--- config.mk ---
export PLATFORM = sky130hd
export DESIGN_NAME = lsu_pipe_flat
export DESIGN_NICKNAME = d
export VERILOG_FILES = /design/src/rtl/lsu_pipe_if.sv /design/src/rtl/lsu_pipe.sv /design/src/flat_wrapper.sv
export SDC_FILE = /design/constraint.sdc
export NUM_CORES = 1
export LEC_CHECK = 0
export CELL_PAD_IN_SITES_DETAIL_PLACEMENT = 1
export CELL_PAD_IN_SITES_GLOBAL_PLACEMENT = 1
export CORE_ASPECT_RATIO = 1.1
export CORE_MARGIN = 2
export CORE_UTILIZATION = 37
export DETAILED_ROUTE_END_ITERATION = 10
export PLACE_DENSITY = 0.86
export SYNTH_ARGS = -nofsm -noshare
export SYNTH_HDL_FRONTEND = slang
export SYNTH_SLANG_ARGS = --single-unit
--- constraint.sdc ---
create_clock -name clk -period 8.31 [get_ports clk]
set_input_delay 1.662 -clock clk [delete_from_list [all_inputs] [get_ports clk]]
set_output_delay 1.662 -clock clk [all_outputs]
set_load 0.005 [all_outputs]
--- src/rtl/lsu_pipe_if.sv ---
// Instruction-side handshake plus memory-bus signals of the load/store unit.
// "slave" is the view taken by lsu_pipe; "master" is the view taken by the core/memory environment.
interface lsu_pipe_if #(
  parameter int XLEN = 64
) ();
  localparam int STRB_W = XLEN / 8;

  logic              in_valid;
  logic              in_ready;
  logic              load_en;
  logic              store_en;
  logic [2:0]        funct3;
  logic [XLEN-1:0]   addr;
  logic [XLEN-1:0]   store_data;
  logic              out_valid;
  logic              out_ready;
  logic [XLEN-1:0]   load_data;
  logic              err;
  logic              mm_req;
  logic              mm_gnt;
  logic              mm_we;
  logic [XLEN-1:0]   mm_addr;
  logic [XLEN-1:0]   mm_wdata;
  logic [STRB_W-1:0] mm_wstrb;
  logic              mm_rvalid;
  logic [XLEN-1:0]   mm_rdata;

  modport slave (
    input  in_valid, load_en, store_en, funct3, addr, store_data, out_ready,
    input  mm_gnt, mm_rvalid, mm_rdata,
    output in_ready, out_valid, load_data, err,
    output mm_req, mm_we, mm_addr, mm_wdata, mm_wstrb
  );

  modport master (
    output in_valid, load_en, store_en, funct3, addr, store_data, out_ready,
    output mm_gnt, mm_rvalid, mm_rdata,
    input  in_ready, out_valid, load_data, err,
    input  mm_req, mm_we, mm_addr, mm_wdata, mm_wstrb
  );
endinterface

--- src/rtl/lsu_pipe.sv ---
// Single-outstanding load/store unit: byte-lane steering, strobes, load extension, fault reporting.
// Optional feature: define LSU_MISALIGN_TRAP_EN to fault accesses whose offset is not size-aligned.
module lsu_pipe #(
  parameter int XLEN   = 64,
  parameter int STRB_W = XLEN / 8
) (
  input logic       clk,
  input logic       rst,
  lsu_pipe_if.slave bus
);
  localparam int OFF_W = $clog2(STRB_W);
  localparam int SH_W  = OFF_W + 3;

  typedef enum logic [1:0] {IDLE, REQ, WAIT, DONE} state_t;
  state_t state, state_n;

  logic            we_q;
  logic [2:0]      f3_q;
  logic [XLEN-1:0] addr_q;
  logic [XLEN-1:0] sdata_q;
  logic [XLEN-1:0] res_q;
  logic            err_q;

  logic             is_mem;
  logic             fault_in;
  logic [OFF_W-1:0] off_q;
  logic [SH_W-1:0]  sh_q;
  logic [XLEN-1:0]  ld_word;

  function automatic logic [7:0] size_mask(input logic [1:0] sz);
    case (sz)
      2'b00:   return 8'h01;
      2'b01:   return 8'h03;
      2'b10:   return 8'h0F;
      default: return 8'hFF;
    endcase
  endfunction

  function automatic logic illegal_f3(input logic [2:0] f3);
    return (f3 == 3'b111) || ((XLEN == 32) && ((f3 == 3'b011) || (f3 == 3'b110)));
  endfunction

`ifdef LSU_MISALIGN_TRAP_EN
  function automatic logic misaligned(input logic [2:0] f3, input logic [OFF_W-1:0] off);
    logic [7:0] low;
    low = 8'((8'd1 << f3[1:0]) - 8'd1);
    return ((8'(off) & low) != 8'h00);
  endfunction
`endif

  // Signed locals make the size casts below sign-extend; unsigned slices zero-extend.
  function automatic logic [XLEN-1:0] extract(input logic [2:0] f3, input logic [XLEN-1:0] w);
    logic signed [7:0]  b;
    logic signed [15:0] h;
    logic signed [31:0] s;
    b = w[7:0];
    h = w[15:0];
    s = w[31:0];
    case (f3)
      3'b000:  return XLEN'(b);
      3'b001:  return XLEN'(h);
      3'b010:  return XLEN'(s);
      3'b100:  return XLEN'(w[7:0]);
      3'b101:  return XLEN'(w[15:0]);
      3'b110:  return XLEN'(w[31:0]);
      3'b011:  return w;
      default: return '0;
    endcase
  endfunction

  always_comb begin
    is_mem   = bus.load_en | bus.store_en;
    fault_in = illegal_f3(bus.funct3);
`ifdef LSU_MISALIGN_TRAP_EN
    fault_in = fault_in | misaligned(bus.funct3, bus.addr[OFF_W-1:0]);
`endif
  end

  assign off_q   = addr_q[OFF_W-1:0];
  assign sh_q    = {off_q, 3'b000};
  assign ld_word = bus.mm_rdata >> sh_q;

  always_comb begin
    state_n       = state;
    bus.in_ready  = 1'b0;
    bus.out_valid = 1'b0;
    bus.mm_req    = 1'b0;
    bus.mm_we     = 1'b0;
    bus.mm_addr   = '0;
    bus.mm_wdata  = '0;
    bus.mm_wstrb  = '0;
    case (state)
      IDLE: begin
        bus.in_ready = 1'b1;
        if (bus.in_valid) state_n = (is_mem && !fault_in) ? REQ : DONE;
      end
      REQ: begin
        // Bus fields come straight from the latched operands, so they cannot move before the grant.
        bus.mm_req   = 1'b1;
        bus.mm_we    = we_q;
        bus.mm_addr  = {addr_q[XLEN-1:OFF_W], {OFF_W{1'b0}}};
        bus.mm_wdata = sdata_q << sh_q;
        bus.mm_wstrb = STRB_W'(size_mask(f3_q[1:0])) << off_q;
        if (bus.mm_gnt) state_n = we_q ? DONE : WAIT;
      end
      WAIT: begin
        if (bus.mm_rvalid) state_n = DONE;
      end
      DONE: begin
        bus.out_valid = 1'b1;
        if (bus.out_ready) state_n = IDLE;
      end
      default: state_n = IDLE;
    endcase
  end

  assign bus.load_data = res_q;
  assign bus.err       = err_q;

  always_ff @(posedge clk or posedge rst) begin
    if (rst) begin
      state <= IDLE;
      res_q <= '0;
      err_q <= 1'b0;
    end else begin
      state <= state_n;
      if (state == IDLE && bus.in_valid) begin
        res_q <= '0;
        err_q <= is_mem & fault_in;
      end
      if (state == WAIT && bus.mm_rvalid) res_q <= extract(f3_q, ld_word);
    end
  end

  // Operand capture at accept; only observed while in REQ/WAIT.
  always_ff @(posedge clk) begin
    if (state == IDLE && bus.in_valid) begin
      we_q    <= bus.store_en & ~bus.load_en;
      f3_q    <= bus.funct3;
      addr_q  <= bus.addr;
      sdata_q <= bus.store_data;
    end
  end
endmodule
--- src/flat_wrapper.sv ---
// flat-port wrapper written by rule: the top's interface ports become plain ports
module lsu_pipe_flat 
#(
  parameter int XLEN   = 64,
  parameter int STRB_W = XLEN / 8
)
  (clk, rst, bus_in_valid, bus_load_en, bus_store_en, bus_funct3, bus_addr, bus_store_data, bus_out_ready, bus_mm_gnt, bus_mm_rvalid, bus_mm_rdata, bus_in_ready, bus_out_valid, bus_load_data, bus_err, bus_mm_req, bus_mm_we, bus_mm_addr, bus_mm_wdata, bus_mm_wstrb);
  lsu_pipe_if #(.XLEN(XLEN)) bus_i ();
  input logic clk;
  input logic rst;
  input wire logic [$bits(bus_i.in_valid)-1:0] bus_in_valid;
  input wire logic [$bits(bus_i.load_en)-1:0] bus_load_en;
  input wire logic [$bits(bus_i.store_en)-1:0] bus_store_en;
  input wire logic [$bits(bus_i.funct3)-1:0] bus_funct3;
  input wire logic [$bits(bus_i.addr)-1:0] bus_addr;
  input wire logic [$bits(bus_i.store_data)-1:0] bus_store_data;
  input wire logic [$bits(bus_i.out_ready)-1:0] bus_out_ready;
  input wire logic [$bits(bus_i.mm_gnt)-1:0] bus_mm_gnt;
  input wire logic [$bits(bus_i.mm_rvalid)-1:0] bus_mm_rvalid;
  input wire logic [$bits(bus_i.mm_rdata)-1:0] bus_mm_rdata;
  output wire logic [$bits(bus_i.in_ready)-1:0] bus_in_ready;
  output wire logic [$bits(bus_i.out_valid)-1:0] bus_out_valid;
  output wire logic [$bits(bus_i.load_data)-1:0] bus_load_data;
  output wire logic [$bits(bus_i.err)-1:0] bus_err;
  output wire logic [$bits(bus_i.mm_req)-1:0] bus_mm_req;
  output wire logic [$bits(bus_i.mm_we)-1:0] bus_mm_we;
  output wire logic [$bits(bus_i.mm_addr)-1:0] bus_mm_addr;
  output wire logic [$bits(bus_i.mm_wdata)-1:0] bus_mm_wdata;
  output wire logic [$bits(bus_i.mm_wstrb)-1:0] bus_mm_wstrb;
  assign bus_i.in_valid = bus_in_valid;
  assign bus_i.load_en = bus_load_en;
  assign bus_i.store_en = bus_store_en;
  assign bus_i.funct3 = bus_funct3;
  assign bus_i.addr = bus_addr;
  assign bus_i.store_data = bus_store_data;
  assign bus_i.out_ready = bus_out_ready;
  assign bus_i.mm_gnt = bus_mm_gnt;
  assign bus_i.mm_rvalid = bus_mm_rvalid;
  assign bus_i.mm_rdata = bus_mm_rdata;
  assign bus_in_ready = bus_i.in_ready;
  assign bus_out_valid = bus_i.out_valid;
  assign bus_load_data = bus_i.load_data;
  assign bus_err = bus_i.err;
  assign bus_mm_req = bus_i.mm_req;
  assign bus_mm_we = bus_i.mm_we;
  assign bus_mm_addr = bus_i.mm_addr;
  assign bus_mm_wdata = bus_i.mm_wdata;
  assign bus_mm_wstrb = bus_i.mm_wstrb;
  lsu_pipe #(.XLEN(XLEN), .STRB_W(STRB_W)) u_core (.clk(clk), .rst(rst), .bus(bus_i));
endmodule
**Run 1: cell sizes after repair**

Bar = 50 um.
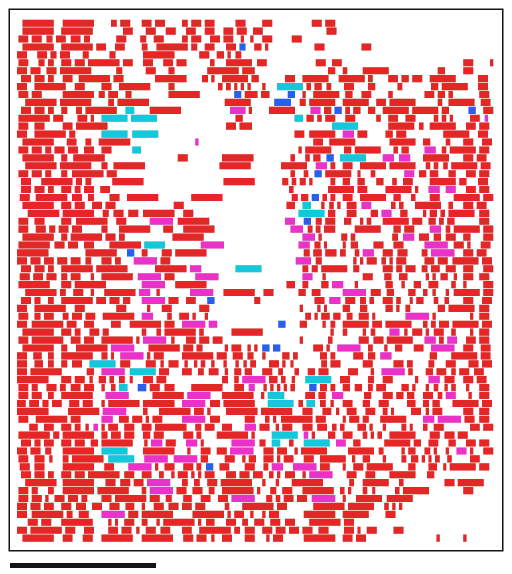
legend:
  drive 3 to 4:
    colour: blue
    cells: 18
    share: 1.4%
  drive 2:
    colour: magenta
    cells: 86
    share: 6.5%
  drive 1 or less:
    colour: red
    cells: 1195
    share: 90%
  drive 6 and up:
    colour: cyan
    cells: 26
    share: 2.0%

**Run 1: sequential cells grouped by signal name**

Bar = 50 um. Other sequential cells in the stronger grey, the rest of the logic in the fainter grey.
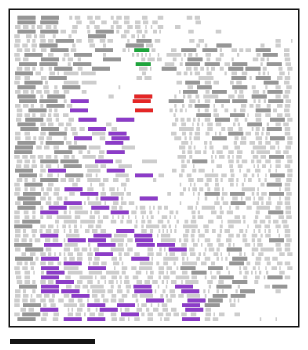
legend:
  u_core.state:
    colour: green
    flops: 2
  u_core.sdata_q:
    colour: purple
    flops: 64
  u_core.f3_q:
    colour: red
    flops: 3
not coloured: 130

**Run 1: clock wiring as the flow saved it**

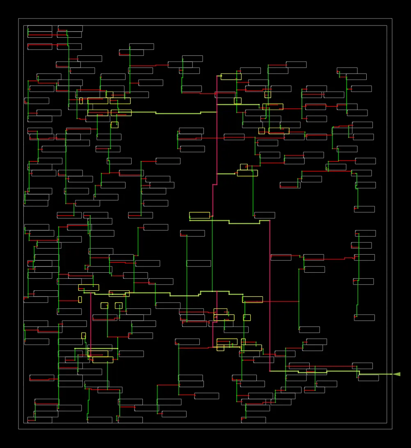
Seq cells: 199
number of CTS-inserted buffers: 17
clock latency at the later pin of the worst-skew pair: 0.45 ns
largest clock skew in the final design: 0.0172 ns

==> reports/qor.json, run 1 <==
{
  "status": {"value": "finished clean"},
  "area_growth": {"value": 43.2, "unit": "%"},
  "ws_path_type": {"value": "reg2out"},
  "cts_repair_resize_count": {"value": 0},
  "largestClassByArea": {"value": "registers"},
  "netlist_instances": {"value": 958},
  "postSynth.asyncResetShare": {"value": 33.7, "unit": "%"},
  "route.detailed.vias_per_inst": {"value": 5.69},
  "layout_top_cells": {"value": "sky130_fd_sc_hd__clkdlybuf4s50_1 (404), sky130_fd_sc_hd__edfxtp_1 (132), sky130_fd_sc_hd__and2_1 (93)"},
  "cts_max_path_buffers": {"value": 2},
  "mostFrequentLayoutCell": {"value": "sky130_fd_sc_hd__clkdlybuf4s50_1"},
  "overflow": {"value": 0},
  "synth.avg_cell_area": {"value": 11.6, "unit": "um2"},
  "unrepaired_setup_endpoints_after_global_routing": {"value": "no"},
  "holdCritPathClass": {"value": "reg2reg"},
  "core_area": {"value": 0.0295, "unit": "mm2"},
  "hold-path-cell-count": {"value": 2},
  "layout_cell_share_with_drive_strength_beyond_1": {"value": 9.81, "unit": "%"},
  "fp.dieArea": {"value": 0.0313, "unit": "mm2"},
  "crit_path_max_fanout": {"value": 40},
  "antenna_found_initial": {"value": 7},
  "openroad.warnings": {"value": 32},
  "endpoint": {"value": "bus_mm_wdata[38]"},
  "unique_cell_type_count_in_the_yosys_netlist": {"value": 55},
  "relative_max_transition_margin": {"value": 20.0, "unit": "%"},
  "finalSetupViolCount": {"value": 0},
  "irDropWorstVdd": {"value": 0.173, "unit": "mV"},
  "seq_area": {"value": 0.00564, "unit": "mm2"},
  "hold_viol": {"value": 0},
  "critical_path.startpoint": {"value": "u_core.addr_q[2]"},
  "hold-path-endpoint": {"value": "u_core.bus.load_data[4]"},
  "comb_area": {"value": 0.00498, "unit": "mm2"},
  "num-multi-input-gates": {"value": 665},
  "seq-cell-share": {"value": 35.6, "unit": "%"},
  "count_of_buffer_and_inverter_cells_on_the_critical_path": {"value": 2},
  "n_clock_buffer": {"value": 18},
  "wirelength": {"value": 44.3, "unit": "mm"},
  "htreeDepth": {"value": 4},
  "cell_rows": {"value": 66},
  "simple_gate_area_share": {"value": 16.0, "unit": "%"},
  "seq_area_frac_synth": {"value": 51.0, "unit": "%"},
  "ys_cells": {"value": 958},
  "worstReg2RegEnd": {"value": "u_core.bus.load_data[31]"},
  "edf_count": {"value": 132},
  "largest_net_degree_at_the_start_of_global_routing": {"value": 144},
  "drt_iter0_drc": {"value": 918},
  "power-per-cell-area": {"value": 267, "unit": "mW/mm2"},
  "nNetsFinal": {"value": 1519},
  "postLayoutCoreUtil": {"value": 53.8, "unit": "%"}
}
## run 1: metal layers
layer,GRT usage (%),vias to the layer above,share of wire [%]
met3,8.12,102,8.3
met2,49.7,485,52
met4,13.9,2,4.7
met1,30.4,4855,35
li1,-,4267,-
met5,0,-,0.032
## run 1: registers in the layout (all words and copies together) (netlist names)
name / count
u_core.bus.err: 1
u_core.state: 2
u_core.f3_q: 3
u_core.addr_q: 64
u_core.bus.load_data: 64
u_core.sdata_q: 64
u_core.we_q: 1
## run 1: metrics by stage
stage	std cells	setup WS, ns
floorplan	960	2.65
global placement	1667	3.56
detailed placement	1667	3.41
CTS	1699	2.91
global route	1705	2.70
finish	1706	2.93
## run 1: power by group
| part | total (mW) | switching (mW) | leakage (nW) | internal [mW] |
|---|---|---|---|---|
| Clock | 0.807 | 0.415 | 0.259 | 0.392 |
| Combinational | 1.91 | 0.931 | 3.72 | 0.982 |
| Sequential | 1.51 | 0.162 | 2.13 | 1.35 |
## run 1: worst register-to-register path, cell delays in order (launching register included)
cell                       delay [ns]
sky130_fd_sc_hd__edfxtp_1        0.94
sky130_fd_sc_hd__buf_4           0.54
sky130_fd_sc_hd__nor2b_1         0.38
sky130_fd_sc_hd__a221oi_1        0.40
sky130_fd_sc_hd__or4_1           0.17
sky130_fd_sc_hd__o31a_2          0.94
sky130_fd_sc_hd__nand4_1         0.21
## run 1: cells in the mapped netlist, types with 2 or more instances
cell type	instances	area, um2
sky130_fd_sc_hd__a21oi_1	29	145
sky130_fd_sc_hd__buf_1	3	11.3
sky130_fd_sc_hd__a22o_1	8	70.1
sky130_fd_sc_hd__nand3_2	10	100
sky130_fd_sc_hd__o32ai_1	6	52.6
sky130_fd_sc_hd__inv_1	10	37.5
sky130_fd_sc_hd__nand2_1	72	270
sky130_fd_sc_hd__and2_1	93	582
sky130_fd_sc_hd__a22oi_1	47	353
sky130_fd_sc_hd__mux2_1	2	22.5
sky130_fd_sc_hd__nand2b_1	5	31.3
sky130_fd_sc_hd__or3_1	3	18.8
sky130_fd_sc_hd__nor2_1	75	282
sky130_fd_sc_hd__ha_1	4	50.1
sky130_fd_sc_hd__mux4_2	39	878
sky130_fd_sc_hd__a211oi_1	12	90.1
sky130_fd_sc_hd__buf_4	5	37.5
sky130_fd_sc_hd__nor2b_1	14	87.6
sky130_fd_sc_hd__o211ai_1	12	90.1
sky130_fd_sc_hd__mux2i_1	78	781
sky130_fd_sc_hd__nor3_1	2	10.0
sky130_fd_sc_hd__nand3b_1	12	90.1
sky130_fd_sc_hd__dfrtp_1	67	1680
sky130_fd_sc_hd__edfxtp_1	132	3960
sky130_fd_sc_hd__mux2_2	25	282
sky130_fd_sc_hd__o21ai_0	43	215
sky130_fd_sc_hd__nand4_1	2	12.5
sky130_fd_sc_hd__o31ai_1	3	22.5
sky130_fd_sc_hd__nand3_1	41	205
sky130_fd_sc_hd__buf_6	8	90.1
sky130_fd_sc_hd__clkbuf_1	37	139
sky130_fd_sc_hd__o22ai_1	3	18.8
sky130_fd_sc_hd__or4_1	3	22.5
sky130_fd_sc_hd__buf_2	32	160
**Run 1: cells coloured by class**

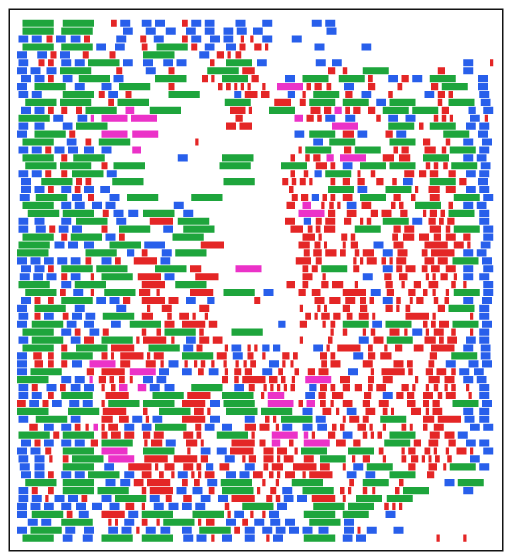

--- run 2 (diff from run 1) ---
- CORE_UTILIZATION: 37 -> 31
- PLACE_DENSITY: 0.86 -> 0.77
- clock period: 8.31 -> 4.3 ns (I/O delays scaled with it)
**Run 2: cells coloured by class**

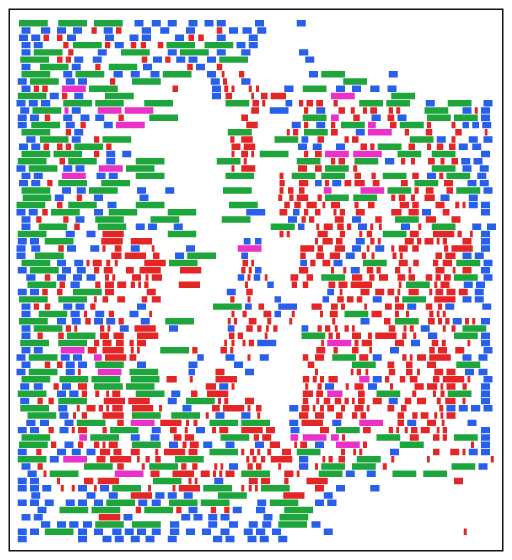
legend:
  all other logic:
    colour: red
    cells: 676
    share_of_their_area: 32%
  other buffers and delay cells:
    colour: blue
    cells: 432
    share_of_their_area: 28%
  flops:
    colour: green
    cells: 199
    share_of_their_area: 36%
  clock drivers and dummy loads:
    colour: magenta
    cells: 31
    share_of_their_area: 4.1%

**Run 2: cell sizes after repair**

Bar = 50 um.
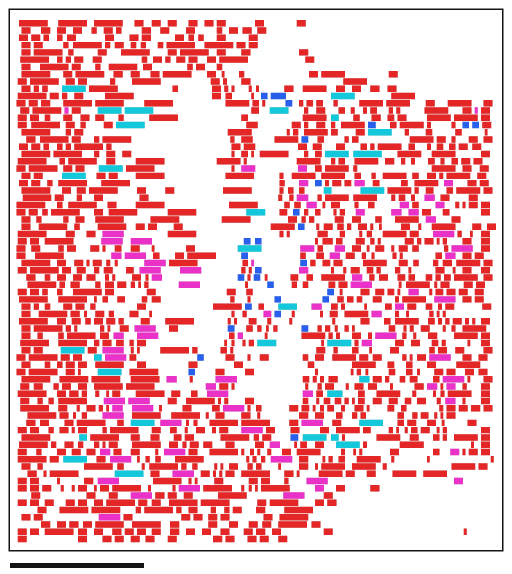
legend:
  drive 3 to 4:
    colour: blue
    cells: 28
    share: 2.1%
  drive 6 and up:
    colour: cyan
    cells: 32
    share: 2.4%
  drive 2:
    colour: magenta
    cells: 84
    share: 6.3%
  drive 1 or less:
    colour: red
    cells: 1194
    share: 89%

**Run 2: routed clock nets over the placement**

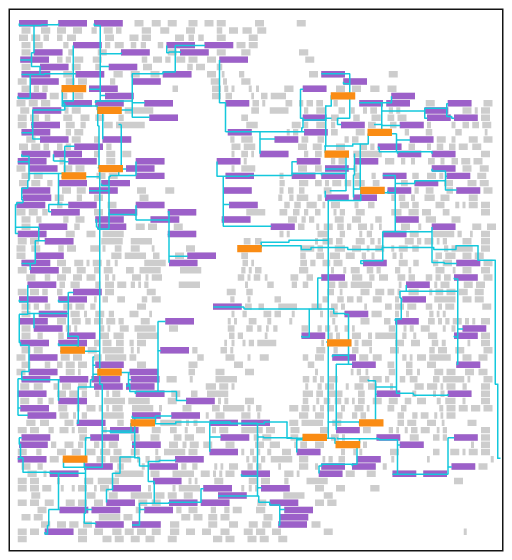
legend:
  clock wires:
    colour: cyan
    length: 2850 um
  flip-flops:
    colour: purple
    count: 199
  cells driving clock nets:
    colour: orange
    count: 17
flops lie: spread over the die
routed clock nets: 18

==> run 2 against run 1 <==
Area after synthesis stayed put. First-iteration DRC count is 25% lower. Clock skew is 0.0048 ns lower. Count of clock-buffer cells in the layout is 1 lower. Critical endpoint is now bus_mm_wdata[57]. Synthesized cell count stayed put. Core utilization is 7.7 points lower. Setup slack worse by 2.5 ns. Largest cell class unchanged. Register-to-register slack worse by 3.3 ns. Design area is 2.3% higher. Clock power is 120% higher. Non-clock buffer count is 14 higher.
==> reports/qor.json, run 2 <==
{
  "status": {"value": "finished clean", "change": "unchanged"},
  "clock-root-buffer": {"value": "sky130_fd_sc_hd__clkbuf_16", "change": "unchanged"},
  "cts_repair_resize_count": {"value": 0, "change": "unchanged"},
  "openroad.warnings": {"value": 32, "change": "unchanged"},
  "post-synth-top-area-cell": {"value": "sky130_fd_sc_hd__edfxtp_1", "change": "unchanged"},
  "layout_cell_share_with_drive_strength_beyond_1": {"value": 10.8, "unit": "%", "change": "was 9.81%"},
  "ws_path_type": {"value": "reg2out", "change": "unchanged"},
  "fp_util": {"value": 31.4, "unit": "%", "change": "was 37.5%"},
  "period_minus_slack": {"value": 3.83, "unit": "ns"},
  "simple_gate_area_share": {"value": 16.0, "unit": "%", "change": "unchanged"},
  "top_cell": {"value": "sky130_fd_sc_hd__edfxtp_1", "change": "unchanged"},
  "data_arrival_time_of_the_critical_path": {"value": 2.97, "unit": "ns", "change": "was 3.72 ns"},
  "mostFrequentLayoutCell": {"value": "sky130_fd_sc_hd__clkdlybuf4s50_1", "change": "unchanged"},
  "ys_cells": {"value": 958, "change": "unchanged"},
  "relative_max_transition_margin": {"value": 15.6, "unit": "%", "change": "was 20.0%"},
  "crit_path_max_fanout": {"value": 30, "change": "was 40"},
  "drt_iter0_drc": {"value": 690, "change": "was 918"},
  "timing.fmax": {"value": 261, "unit": "MHz"},
  "synth-adder-area-share": {"value": 0.452, "unit": "%", "change": "unchanged"},
  "die_w": {"value": 184, "unit": "um", "change": "was 169 um"},
  "netlist_top_cells_area": {"value": "sky130_fd_sc_hd__edfxtp_1 (36%), sky130_fd_sc_hd__dfrtp_1 (15%), sky130_fd_sc_hd__mux4_2 (7.9%), sky130_fd_sc_hd__mux2i_1 (7.1%), sky130_fd_sc_hd__and2_1 (5.3%)", "change": "unchanged"},
  "edf_count": {"value": 132, "change": "unchanged"},
  "antenna_found_initial": {"value": 4, "change": "was 7"},
  "timing.clock.skew": {"value": 0.0124, "unit": "ns", "change": "was 0.0172 ns"},
  "die.size.y": {"value": 202, "unit": "um", "change": "was 185 um"},
  "post_route_drc_violation_count": {"value": 0, "change": "unchanged"},
  "synth-main-ff-cell": {"value": "sky130_fd_sc_hd__edfxtp_1", "change": "unchanged"},
  "nNetsFinal": {"value": 1533, "change": "was 1519"},
  "layout_top_cells": {"value": "sky130_fd_sc_hd__clkdlybuf4s50_1 (404), sky130_fd_sc_hd__edfxtp_1 (132), sky130_fd_sc_hd__and2_1 (93)", "change": "unchanged"},
  "area_growth": {"value": 46.5, "unit": "%", "change": "was 43.2%"},
  "power.static_leakage": {"value": 6.24, "unit": "nW", "change": "was 6.11 nW"},
  "cell_rows": {"value": 72, "change": "was 66"},
  "fp.dieArea": {"value": 0.0372, "unit": "mm2", "change": "was 0.0313 mm2"},
  "overflow": {"value": 0, "change": "unchanged"},
  "post_synth_mux_area_share": {"value": 17.7, "unit": "%", "change": "unchanged"},
  "power-per-cell-area": {"value": 519, "unit": "mW/mm2", "change": "was 267 mW/mm2"},
  "largest_net_degree_at_the_start_of_global_routing": {"value": 133, "change": "was 144"},
  "hold_viol": {"value": 0, "change": "unchanged"},
  "worstSetupEndpointType": {"value": "output port", "change": "unchanged"},
  "unrepaired_setup_endpoints_after_global_routing": {"value": "no", "change": "unchanged"},
  "synth.cellmix.compoundShare": {"value": 10.4, "unit": "%", "change": "unchanged"},
  "postSynth.asyncResetShare": {"value": 33.7, "unit": "%", "change": "unchanged"},
  "min_period_over_period": {"value": 89.1, "unit": "%"},
  "tritoncts.num_buffers": {"value": 17, "change": "unchanged"},
  "synth-xor-area-share": {"value": 0.0791, "unit": "%", "change": "unchanged"},
  "io_buffers": {"value": 404, "change": "unchanged"},
  "detailroute.via_count": {"value": 9492, "change": "was 9711"},
  "aggregate_negative_setup_slack": {"value": 0, "unit": "ns", "change": "unchanged"},
  "netlist_logic_family_top": {"value": "multiplexers", "change": "unchanged"},
  "route.detailed.vias_per_inst": {"value": 5.20, "change": "was 5.69"},
  "synth.avg_cell_area": {"value": 11.6, "unit": "um2", "change": "unchanged"},
  "holdCritPathClass": {"value": "reg2reg", "change": "unchanged"},
  "irDropWorstVdd": {"value": 0.282, "unit": "mV", "change": "was 0.173 mV"},
  "core_area": {"value": 0.0352, "unit": "mm2", "change": "was 0.0295 mm2"},
  "worst_pin_slew": {"value": 1.27, "unit": "ns", "change": "was 1.20 ns"},
  "netlist_instances": {"value": 958, "change": "unchanged"},
  "first_global_vias": {"value": 10300, "change": "was 10200"},
  "wirelength": {"value": 43.8, "unit": "mm", "change": "was 44.3 mm"},
  "syn_area": {"value": 0.0111, "unit": "mm2", "change": "unchanged"},
  "netlist.area_leader.share": {"value": 35.8, "unit": "%", "change": "unchanged"},
  "io_pins": {"value": 408, "change": "unchanged"},
  "clock_sink_count": {"value": 199, "change": "unchanged"},
  "htreeDepth": {"value": 4, "change": "unchanged"},
  "cts.hold.buffers_added": {"value": 0, "change": "unchanged"},
  "r2r_slack": {"value": 1.19, "unit": "ns", "change": "was 4.53 ns"},
  "clkTransAtPathRegs": {"value": 0.08, "unit": "ns", "change": "about the same"},
  "place.detailed.hpwl": {"value": 32.2, "unit": "mm", "change": "was 32.1 mm"},
  "yosys_register_bits": {"value": 199, "change": "unchanged"},
  "cts_max_path_buffers": {"value": 2, "change": "unchanged"},
  "seq_area_frac_synth": {"value": 51.0, "unit": "%", "change": "unchanged"},
  "worst_skew_pair.late_latency": {"value": 0.46, "unit": "ns", "change": "was 0.45 ns"},
  "finalSetupViolCount": {"value": 0, "change": "unchanged"},
  "unique_cell_type_count_in_the_yosys_netlist": {"value": 55, "change": "unchanged"},
  "synth.top_cells.by_count": {"value": "sky130_fd_sc_hd__edfxtp_1 (132), sky130_fd_sc_hd__and2_1 (93), sky130_fd_sc_hd__mux2i_1 (78)", "change": "unchanged"},
  "postLayoutCoreUtil": {"value": 46.0, "unit": "%", "change": "was 53.8%"}
}
## run 2: cell counts after synthesis
No cell type changed its count.
## run 2: power breakdown
group	total [mW]	switching [mW]	internal, mW
Combinational	3.71	1.77	1.94
Sequential	2.91	0.309	2.60
Clock	1.80	0.807	0.991
## run 2: per-layer routing
| metal | GRT usage, % | vias to the layer above | part of all wire, % | wire (um) |
|---|---|---|---|---|
| li1 | - | 4278 | - | - |
| met4 | 9.20 | 0 | 2.7 | 1200 |
| met2 | 41.9 | 410 | 53 | 23000 |
| met1 | 26.2 | 4751 | 37 | 16100 |
| met5 | 0 | - | 0 | 0 |
| met3 | 6.77 | 53 | 7.8 | 3390 |
## run 2: logic make-up after synthesis
logic type,Yosys count
compound gates,174
buf+inv,96
fa+ha+maj,4
xor+xnor,1
mux,144
flops,199
simple gates,339
other cells,1
## run 2: cell type report
class	instances	area, um2
antenna	5	12.5
clock buffer	17	425
clock inverter	14	214
fill	3727	19000
inverter	11	45.0
multi-input combinational	665	4970
sequential	199	5640
tap	481	602
timing repair buffer	432	4300
## run 2: worst paths after layout
path | depth (start not counted) | end | start
hold / removal | 2 | u_core.bus.load_data[4] | u_core.bus.load_data[4]
setup / recovery | 6 | bus_mm_wdata[57] | u_core.addr_q[0]
hold reg to reg | 2 | u_core.bus.load_data[4] | u_core.bus.load_data[4]
min in group asynchronous | 3 | u_core.bus.load_data[48] | rst
setup reg to reg | 7 | u_core.bus.load_data[37] | u_core.addr_q[0]
max in group asynchronous | 3 | u_core.bus.load_data[26] | rst
## run 2: per-stage QoR
step	area (um2)	setup slack, ns	instances	hold WS, ns	total power [mW]
finish	16200	0.470	1824	0.483	8.42
global route	16200	0.297	1822	0.520	8.88
CTS	16200	0.419	1819	0.488	8.53
detailed placement	15600	0.892	1788	0.469	6.70
global placement	15600	0.957	1788	0.465	6.63
floorplan	11100	0.0525	960	0.473	4.60
## run 2: critical path: stages, from the launching register on
cell                              delay, ns
sky130_fd_sc_hd__edfxtp_1              0.57
sky130_fd_sc_hd__buf_4                 0.49
sky130_fd_sc_hd__mux2i_1               0.54
sky130_fd_sc_hd__a21oi_1               0.16
sky130_fd_sc_hd__mux2i_1               0.18
sky130_fd_sc_hd__nor2_1                0.06
sky130_fd_sc_hd__clkdlybuf4s50_1       0.50
**Run 2: clock wiring as the flow saved it**

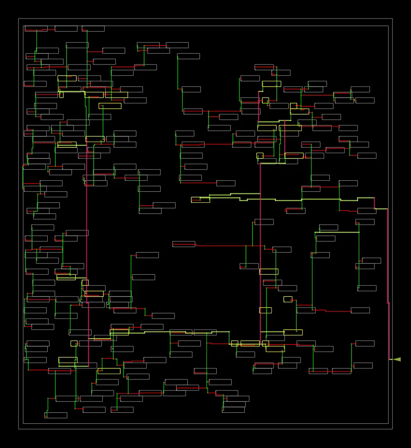

--- run 3 (diff from run 2) ---
- RECOVER_POWER: unset -> 100
**Run 3: clock wiring as the flow saved it**

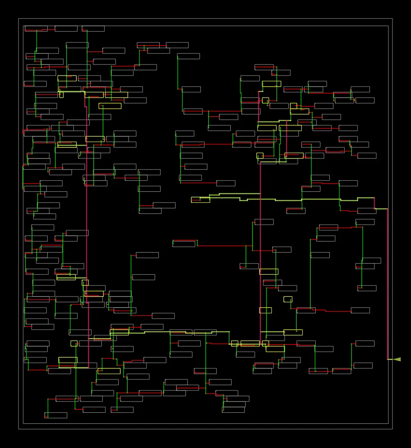
clock latency at the later pin of the worst-skew pair: 0.47 ns
clock buffer instance count of the final layout: 17
clock network power consumption: 1.80 mW

**Run 3: cell sizes after repair**

Bar = 50 um.
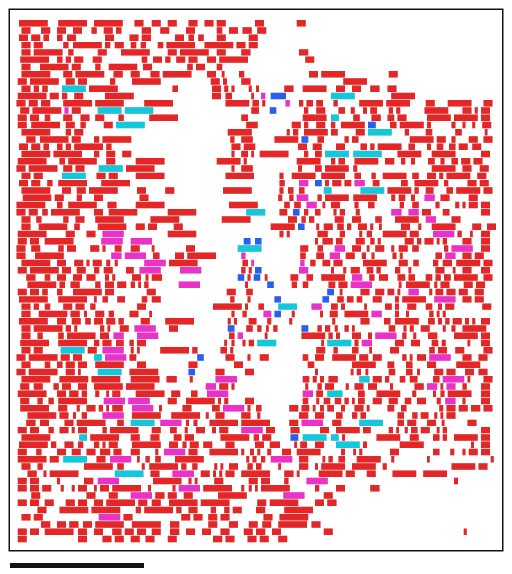
legend:
  drive 3 to 4:
    colour: blue
    cells: 22
    share: 1.6%
  drive 6 and up:
    colour: cyan
    cells: 31
    share: 2.3%
  drive 1 or less:
    colour: red
    cells: 1214
    share: 91%
  drive 2:
    colour: magenta
    cells: 71
    share: 5.3%

**Run 3: sequential cells grouped by signal name**

Bar = 50 um. Other sequential cells in the stronger grey, the rest of the logic in the fainter grey.
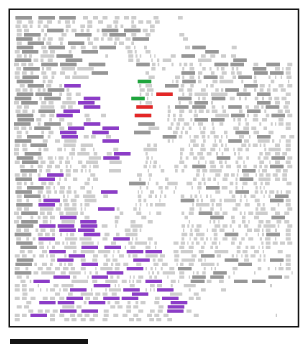
legend:
  u_core.f3_q:
    colour: red
    flops: 3
  u_core.sdata_q:
    colour: purple
    flops: 64
  u_core.state:
    colour: green
    flops: 2
not coloured: 130

==> run 3 against run 2 <==
The flow now finishes with violations (max-capacitance violations, max-slew violations). Critical path type unchanged. Count of clock-buffer cells in the layout unchanged. Largest cell class unchanged. Clock power about the same. Highest routed layer is now met5. Critical path depth unchanged. Flip-flop count unchanged.
==> reports/qor.json, run 3 <==
{
  "status": {"value": "finished, violations left", "change": "was finished clean"},
  "failing_checks": {"value": "max-capacitance violations, max-slew violations"},
  "critical_path.slowest_cell": {"value": "sky130_fd_sc_hd__dlygate4sd3_1", "change": "was sky130_fd_sc_hd__edfxtp_1"},
  "nNetsFinal": {"value": 1533, "change": "unchanged"},
  "holdCritStartpoint": {"value": "u_core.bus.load_data[4]", "change": "unchanged"},
  "clock-root-buffer": {"value": "sky130_fd_sc_hd__clkbuf_16", "change": "unchanged"},
  "netlist.area_leader.share": {"value": 35.8, "unit": "%", "change": "unchanged"},
  "tritoncts.num_buffers": {"value": 17, "change": "unchanged"},
  "fp_util": {"value": 31.4, "unit": "%", "change": "unchanged"},
  "ws_path_type": {"value": "reg2out", "change": "unchanged"},
  "wirelength": {"value": 43.7, "unit": "mm", "change": "was 43.8 mm"},
  "cp_num_cells": {"value": 6, "change": "unchanged"},
  "unique_cell_type_count_in_the_yosys_netlist": {"value": 55, "change": "unchanged"},
  "count_of_buffer_and_inverter_cells_on_the_critical_path": {"value": 2, "change": "unchanged"},
  "layout_cell_share_with_drive_strength_beyond_1": {"value": 9.27, "unit": "%", "change": "was 10.8%"},
  "ys_cells": {"value": 958, "change": "unchanged"},
  "unrepaired_setup_endpoints_after_global_routing": {"value": "no", "change": "unchanged"},
  "worst_pin_slew": {"value": 2.65, "unit": "ns", "change": "was 1.27 ns"},
  "io_pins": {"value": 408, "change": "unchanged"},
  "die.size.y": {"value": 202, "unit": "um", "change": "unchanged"},
  "post-synth-top-area-cell": {"value": "sky130_fd_sc_hd__edfxtp_1", "change": "unchanged"},
  "io_buffers": {"value": 404, "change": "unchanged"},
  "period_minus_slack": {"value": 3.94, "unit": "ns", "change": "was 3.83 ns"},
  "place.detailed.hpwl": {"value": 32.2, "unit": "mm", "change": "unchanged"},
  "seq_area_frac_synth": {"value": 51.0, "unit": "%", "change": "unchanged"},
  "critical_path.startpoint": {"value": "u_core.addr_q[0]", "change": "unchanged"},
  "finalSetupViolCount": {"value": 0, "change": "unchanged"},
  "synth.top_cells.by_count": {"value": "sky130_fd_sc_hd__edfxtp_1 (132), sky130_fd_sc_hd__and2_1 (93), sky130_fd_sc_hd__mux2i_1 (78)", "change": "unchanged"},
  "postSynth.asyncResetShare": {"value": 33.7, "unit": "%", "change": "unchanged"},
  "maxSlewViolCount": {"value": 178, "change": "was 0"},
  "power-per-cell-area": {"value": 508, "unit": "mW/mm2", "change": "was 519 mW/mm2"},
  "timing.fmax": {"value": 254, "unit": "MHz", "change": "was 261 MHz"},
  "netlist_top_cells_area": {"value": "sky130_fd_sc_hd__edfxtp_1 (36%), sky130_fd_sc_hd__dfrtp_1 (15%), sky130_fd_sc_hd__mux4_2 (7.9%), sky130_fd_sc_hd__mux2i_1 (7.1%), sky130_fd_sc_hd__and2_1 (5.3%)", "change": "unchanged"},
  "synth-main-ff-cell": {"value": "sky130_fd_sc_hd__edfxtp_1", "change": "unchanged"},
  "power.static_leakage": {"value": 6.55, "unit": "nW", "change": "was 6.24 nW"},
  "layout_top_cells": {"value": "sky130_fd_sc_hd__dlygate4sd3_1 (267), sky130_fd_sc_hd__clkdlybuf4s50_1 (137), sky130_fd_sc_hd__edfxtp_1 (132)", "change": "was sky130_fd_sc_hd__clkdlybuf4s50_1 (404), sky130_fd_sc_hd__edfxtp_1 (132), sky130_fd_sc_hd__and2_1 (93)"},
  "hold_viol": {"value": 0, "change": "unchanged"},
  "worstRegToRegCells": {"value": 8, "change": "was 7"},
  "drt_iter0_drc": {"value": 722, "change": "was 690"},
  "max_cap_violation_count": {"value": 2, "change": "was 0"},
  "regToRegStartpoint": {"value": "u_core.addr_q[0]", "change": "unchanged"},
  "critical_path.most_common_cell": {"value": "sky130_fd_sc_hd__mux2i_1", "change": "unchanged"}
}
-- run 3: cell count changes in the layout (fill, tap and decap cells not counted), moves of 3 or more --
cell and change:
sky130_fd_sc_hd__dlygate4sd3_1 +267, sky130_fd_sc_hd__clkdlybuf4s50_1 -267, sky130_fd_sc_hd__clkbuf_1 +3, sky130_fd_sc_hd__clkbuf_2 +3, sky130_fd_sc_hd__buf_4 -6, sky130_fd_sc_hd__mux2_1 +5, sky130_fd_sc_hd__nand3_1 +9, sky130_fd_sc_hd__and2_0 +55
sky130_fd_sc_hd__mux2_2 -5, sky130_fd_sc_hd__and2_1 -55, sky130_fd_sc_hd__nand3_2 -9
-- run 3: metrics by stage --
step           util [%]  instances  hold WS (ns)  setup slack, ns  power (mW)
2_1_floorplan         -        960         0.473           0.0525        4.60
3_3_place_gp       44.2       1788         0.465            0.957        6.63
3_5_place_dp       44.2       1788         0.469            0.892        6.70
4_1_cts            46.0       1819         0.488            0.419        8.53
5_1_grt            45.8       1822         0.515            0.168        8.67
6_report           45.8       1825         0.480            0.356        8.20
-- run 3: layer usage --
metal  track usage, %  share of wire [%]  vias to the layer above
li1                 -                  -                     4277
met2             41.9                 52                      384
met5                0              0.025                        -
met4             9.20                3.1                        2
met1             26.2                 37                     4778
met3             6.77                7.6                       68
-- run 3: cell type report --
type	count	area (um2)	area share, %
clock buffers	17	425	2.64
multi-input cells	665	4920	30.5
flip-flops and latches	199	5640	35.0
clock inverters	14	214	1.33
diodes	6	15.0	0.0931
well taps	481	602	3.73
inverters	11	42.5	0.264
repair buffers	432	4270	26.5
-- run 3: path summary, 6_finish.rpt --
check,slack (ns),to
setup / recovery,0.36,bus_mm_wdata[57]
hold / removal,0.48,u_core.bus.load_data[4]
setup reg to reg,0.75,u_core.bus.load_data[37]
hold reg to reg,0.48,u_core.bus.load_data[4]
max in group asynchronous,0.92,u_core.bus.load_data[11]
min in group asynchronous,1.32,u_core.bus.load_data[48]
-- run 3: logic make-up (layout without fill, tap and decap cells) --
group                    Yosys count  after routing  share of synthesized area, %
AND/OR/NAND/NOR                  339            339                          16.0
flip-flops                       199            199                          51.0
AND-OR/OR-AND                    174            174                          10.4
multiplexers                     144            144                          17.7
buffers and inverters             96            474                          4.33
adder cells (fa/ha/maj)            4              4                         0.452
other                              1              9                        0.0339
XOR/XNOR                           1              1                        0.0791
-- run 3: worst register-to-register path, delay by kind of cell, from the launching register on --
kind	cells	cell delay [ns]
buf+inv	3	1.67
compound gates	3	0.82
flops	1	0.57
simple gates	2	0.31
-- run 3: where the power goes --
part	switching (mW)	leakage [nW]	total [mW]	internal [mW]
registers	0.299	2.13	2.91	2.62
logic	1.76	4.10	3.49	1.73
clock network	0.806	0.314	1.80	0.990
total	2.87	6.55	8.20	5.33
No activity file was given, so power comes from the tool's default toggle rates.
